--- src/rtl/imem_loader.sv ---
// imem_loader: serial program loader that owns the imem write port during a framed load and holds the CPU in reset
module imem_loader #(
  parameter logic [7:0] SYNC_BYTE = 8'hA5,
  parameter int         TIMEOUT   = 50000,
  parameter int         TO_W      = 16
) (
  input  logic       clock,
  input  logic       reset,
  input  logic [7:0] rx_data,
  input  logic       rx_valid,
  input  logic [7:0] pc,
  output logic [7:0] imem_addr,
  output logic       imem_we,
  output logic [7:0] imem_wdata,
  output logic       cpu_reset,
  output logic       busy,
  output logic       load_done,
  output logic       load_err
);
  typedef enum logic [2:0] {RUN, LEN, DATA, CSUM, ERR} state_t;
  state_t state;
  logic [7:0] wr_addr, csum;
  logic [8:0] count;
  logic [TO_W-1:0] timer;
  logic active;
  assign active = (state == LEN) || (state == DATA) || (state == CSUM);
  // a write still in flight keeps the port even after the FSM has moved on
  assign busy = active | imem_we;
  assign imem_addr = busy ? wr_addr : pc;
  assign cpu_reset = reset | (state != RUN);
  always_ff @(posedge clock) begin
    if (reset) begin
      state <= RUN;
      imem_we <= 1'b0;
      imem_wdata <= 8'h00;
      wr_addr <= 8'h00;
      load_done <= 1'b0;
      load_err <= 1'b0;
      csum <= 8'h00;
      count <= 9'd0;
      timer <= '0;
    end else begin
      imem_we <= 1'b0;
      load_done <= 1'b0;
      if (imem_we) wr_addr <= wr_addr + 8'd1;
      timer <= (active && !rx_valid) ? timer + 1'b1 : '0;
      if (!active) begin
        if (rx_valid && rx_data == SYNC_BYTE) state <= LEN;
      end else if (rx_valid) begin
        if (state == LEN) begin
          count <= {rx_data == 8'd0, rx_data};
          wr_addr <= 8'h00;
          csum <= 8'h00;
          state <= DATA;
        end else if (state == DATA) begin
          imem_we <= 1'b1;
          imem_wdata <= rx_data;
          csum <= csum + rx_data;
          count <= count - 9'd1;
          if (count == 9'd1) state <= CSUM;
        end else if (rx_data == csum) begin
          state <= RUN;
          load_done <= 1'b1;
          load_err <= 1'b0;
        end else begin
          state <= ERR;
          load_err <= 1'b1;
        end
      end else if (timer == TO_W'(TIMEOUT - 1)) begin
        state <= ERR;
        load_err <= 1'b1;
      end
    end
  end
endmodule
--- config.mk ---
export PLATFORM = sky130hd
export DESIGN_NAME = imem_loader
export DESIGN_NICKNAME = d
export VERILOG_FILES = /design/src/rtl/imem_loader.sv
export SDC_FILE = /design/constraint.sdc
export NUM_CORES = 1
export LEC_CHECK = 0
export CAP_MARGIN = 40
export CORE_MARGIN = 1
export CORE_UTILIZATION = 54
export DETAILED_ROUTE_END_ITERATION = 10
export GPL_TIMING_DRIVEN = 0
export PLACE_DENSITY = 0.8
export SLEW_MARGIN = 30
export SYNTH_ARGS = -nofsm -noshare
export SYNTH_HDL_FRONTEND = slang
export SYNTH_SLANG_ARGS = --single-unit
--- constraint.sdc ---
create_clock -name clock -period 2.9 [get_ports clock]
set_input_delay 0.29 -clock clock [delete_from_list [all_inputs] [get_ports clock]]
set_output_delay 0.29 -clock clock [all_outputs]
set_load 0.1 [all_outputs]
### Signal wires by layer

Scale: 8 px per um. Only two layers are drawn.
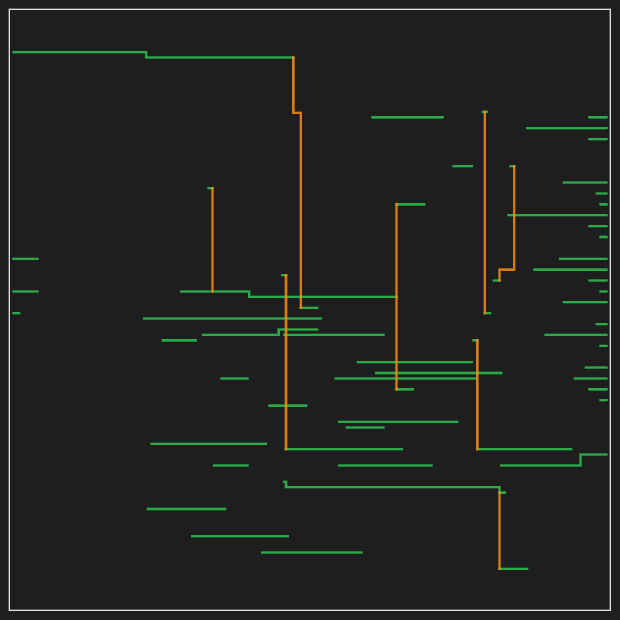
| layer | colour | wire length |
|---|---|---|
| metal 4 | orange | 154 um |
| metal 3 | green | 435 um |

### Layout detail

Region (46, 46) to (66, 66) um. Cells in grey, sequential cells in the stronger grey; small squares are vias.
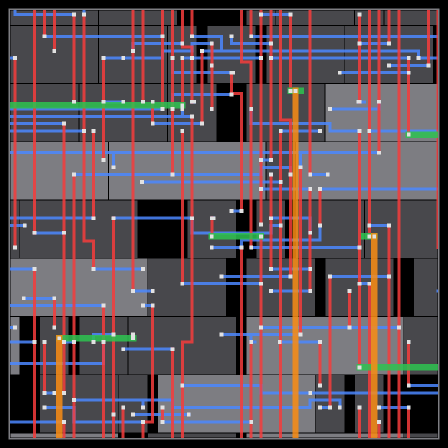
| layer | colour |
|---|---|
| metal 1 | blue |
| metal 3 | green |
| metal 4 | orange |
| metal 2 | red |
most frequent: dfxtp_1 (7), clkdlybuf4s50_1 (5)
sequential cells in the window: 7
netlist names of flops here include: wr_addr (7)
cells with their middle in the window: 33

### Wires at chosen ports, followed through buffers

Scale: 4 px per um.
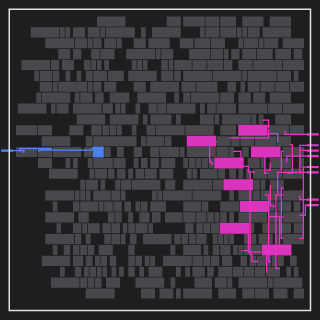
| port | colour | direction | end cells | buffers | wire |
|---|---|---|---|---|---|
| imem_wdata | magenta | output | 8 | 16 | 242 um |
| cpu_reset | blue | output | 1 | 2 | 28.8 um |

### Clock routing

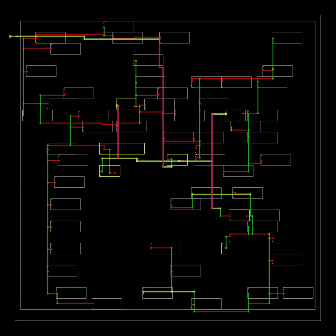
Clk Latency, worst-skew pair: 0.31 ns
Clock buffer cells: 6
total clock sinks: 55
seq_cells: 55

==> GITHUB_STEP_SUMMARY <==
## Synthesis and layout report

| Metric | Value |
|---|---|
| Max_cap viols | 0 |
| Post-route design area | 3750 sq um |
| Gpl congestion | 0.866 |
| Worst Setup Start Kind | register |
| Net Count, Synth | 380 |
| First-pass GRT wire length | 11800 um |
| Smallest hold slack | 0.428 ns |
| Core area | 5110 sq um |
| CP Class | register to output pin |
| Comb area leader | simple AND/OR/NAND/NOR gates |
| Compound-Gate Fraction of Synth Area | 0.144 |
| CP max stage cell | dfxtp_1 |
| Initial DRT Pass Iterations | 4 |
| Share of layout cells above drive strength 1 | 0.109 |
| GR Util met2 | 0.460 |
| Yosys Instances | 349 |
| P_leak | 1.40 nW |
| Total track usage | 0.277 |
| Routed wire length | 7320 um |
| Post-synth ARST share | 0 |
| Xor/xnor share | 0.0792 |
| Tool warnings | 27 |
| Post-synth EDFFs | 0 |
| Met3 GRT Util | 0.0522 |
| Least-Margin Pin Slew | 0.803 ns |
| # DRC | 0 |
| Largest stage delay, worst path | 0.50 ns |
| Met1 Use GR | 0.357 |
| CP arrival | 2.48 ns |
| Fin util | 0.735 |
| Tightest Hold Check Type | primary input to register |
| Die y size | 75.0 um |
| Fmax | 361 MHz |
| Vias in the first global route | 2597 |
| Fin crit share | 0.956 |
| Final Worst Setup Slack | 0.128 ns |
| Yosys reg bits | 55 |
| CP required | 2.61 ns |
| CP Capture Type | output pin |
| I/O pins | 40 |
| Area fraction in mux cells | 0.0418 |
| Peak supply drop | 0.000362 V |
| Final Hold Viols | 0 |
| Setup_tns | 0 ns |
| Post-synthesis cell count | 349 |
| Post-synthesis cell type count | 49 |
| Antenna diodes | 0 |
| Pins Over Slew Limit | 0 |
| Status | completed |
| Fin cells | 484 |
| Via count | 2723 |
| Largest net degree at the start of global routing | 16 |
| Worst-case clock buffer depth | 2 |
| Top Usage Layer GRT | met2 |
| Synth-to-Final Area Change | 30.6% |
| Simple-Gate Area Share | 0.269 |
| Dominant register cell | dfxtp_1 |
| Initial DRC count | 180 |
| Total gr overflow | 0 |
| CTS Buf Count | 5 |
| Avg Inst Size Synth | 8.23 sq um |
| CTS root buf | clkbuf_8 |
| Final critical-path required period | 2.77 ns |
| Post-route ant nets | 0 |
| # setup viols final | 0 |
| Power, Total | 1.67 mW |
| Clock Skews | 0.0136 ns |
| FP Rows | 26 |
| Setup Buffers After CTS | 0 |
| Syn Std Cell Area | 2870 sq um |
| PD cells | 445 nW/um^2 |
| Final HPWL DP | 5480 um |
| Slew headroom | 0.457 |
| Chip Area | 5620 sq um |
| Post-synth seq share | 0.383 |
| Cells after DPL | 477 |
| Placement Cell Area | 3650 sq um |
| Adder share | 0.0549 |
## placed cells by master, fill, tap and decap left out, types with 2 or more instances in the layout
master,n
a211oi_1,3
a21o_1,2
a21oi_1,28
a221oi_1,2
a22oi_1,5
a31oi_1,2
and2_1,3
and3_1,7
buf_8,21
clkbuf_1,14
clkbuf_8,5
clkdlybuf4s50_1,37
dfxtp_1,55
ha_1,11
inv_1,7
mux2_2,8
mux2i_1,3
nand2_1,45
nand3_1,10
nand4_1,9
nor2_1,49
nor2_2,2
nor2b_1,2
nor3_1,8
nor3b_1,5
nor4_1,5
o21ai_0,14
or4b_1,2
or4b_2,2
xnor2_1,10
xor2_1,16
## cell usage after synthesis, types with 2 or more instances
master	number	area share
dfxtp_1	55	0.38
nor2_1	50	0.065
nand2_1	45	0.059
a21oi_1	28	0.049
xor2_1	16	0.049
o21ai_0	14	0.024
clkbuf_1	13	0.017
ha_1	11	0.048
nand3_1	10	0.017
xnor2_1	10	0.030
nand4_1	9	0.020
mux2_2	8	0.031
nor3_1	8	0.014
and3_1	7	0.015
inv_1	7	0.0091
a22oi_1	5	0.013
nor3b_1	5	0.013
nor4_1	5	0.011
a211oi_1	3	0.0078
and2_1	3	0.0065
mux2i_1	3	0.010
a21o_1	2	0.0052
a221oi_1	2	0.0061
a31oi_1	2	0.0044
nor2b_1	2	0.0044
or4b_1	2	0.0070
or4b_2	2	0.0070
## layer usage
metal,vias to the layer above,wire (um)
met1,1258,3290
met2,86,3440
li1,1362,-
met4,0,154
met3,17,434
met5,-,0
## final timing paths
path | slack (ns) | to | from | depth (start not counted)
max | 0.13 | imem_addr[3] | state[2]$_SDFFE_PP0P_ | 5
min | 0.43 | count[4]$_SDFFE_PP0P_ | reset | 2
max reg2reg | 0.57 | csum[7]$_SDFFE_PP0P_ | state[0]$_SDFFE_PP0P_ | 5
min reg2reg | 0.47 | imem_wdata[7]$_SDFFE_PP0P_ | imem_wdata[7]$_SDFFE_PP0P_ | 2
## cell type report
cell class              instances  area (sq um)
clock inverters                 1          30.0
flip-flops and latches         55          1100
well taps                      70          87.6
multi-input cells             273          1700
inverters                       7          26.3
plain buffers                  14          53.8
fillers                       376          1360
clock buffers                   6          72.6
repair buffers                 58           686
## flip-flops by register name, summed over array words and instances (netlist names)
| name | count |
|---|---|
| load_err | 1 |
| count | 9 |
| load_done | 1 |
| csum | 8 |
| imem_we | 1 |
| wr_addr | 8 |
| state | 3 |
| imem_wdata | 8 |
| timer | 16 |
## power breakdown
part           switching (mW)  internal [mW]  leakage (nW)  total, mW
logic                   0.244          0.157         0.910      0.401
registers             0.00927          0.764         0.443      0.773
clock network           0.240          0.254        0.0513      0.494
## worst max-delay path, delay by kind of cell, from the launching register on
family | cells | cell delay (ns)
AND-OR/OR-AND | 1 | 0.24
multiplexers | 1 | 0.40
buffers and inverters | 2 | 0.66
flip-flops | 1 | 0.50
AND/OR/NAND/NOR | 1 | 0.38
## what timing repair did
action                                  4_1_cts  5_1_grt
resized                                       1        0
endpoints found under the hold margin         0        0
endpoints found under the setup margin        8        0
hold buffers                                  0        0
Power and IR drop assume default switching activity.
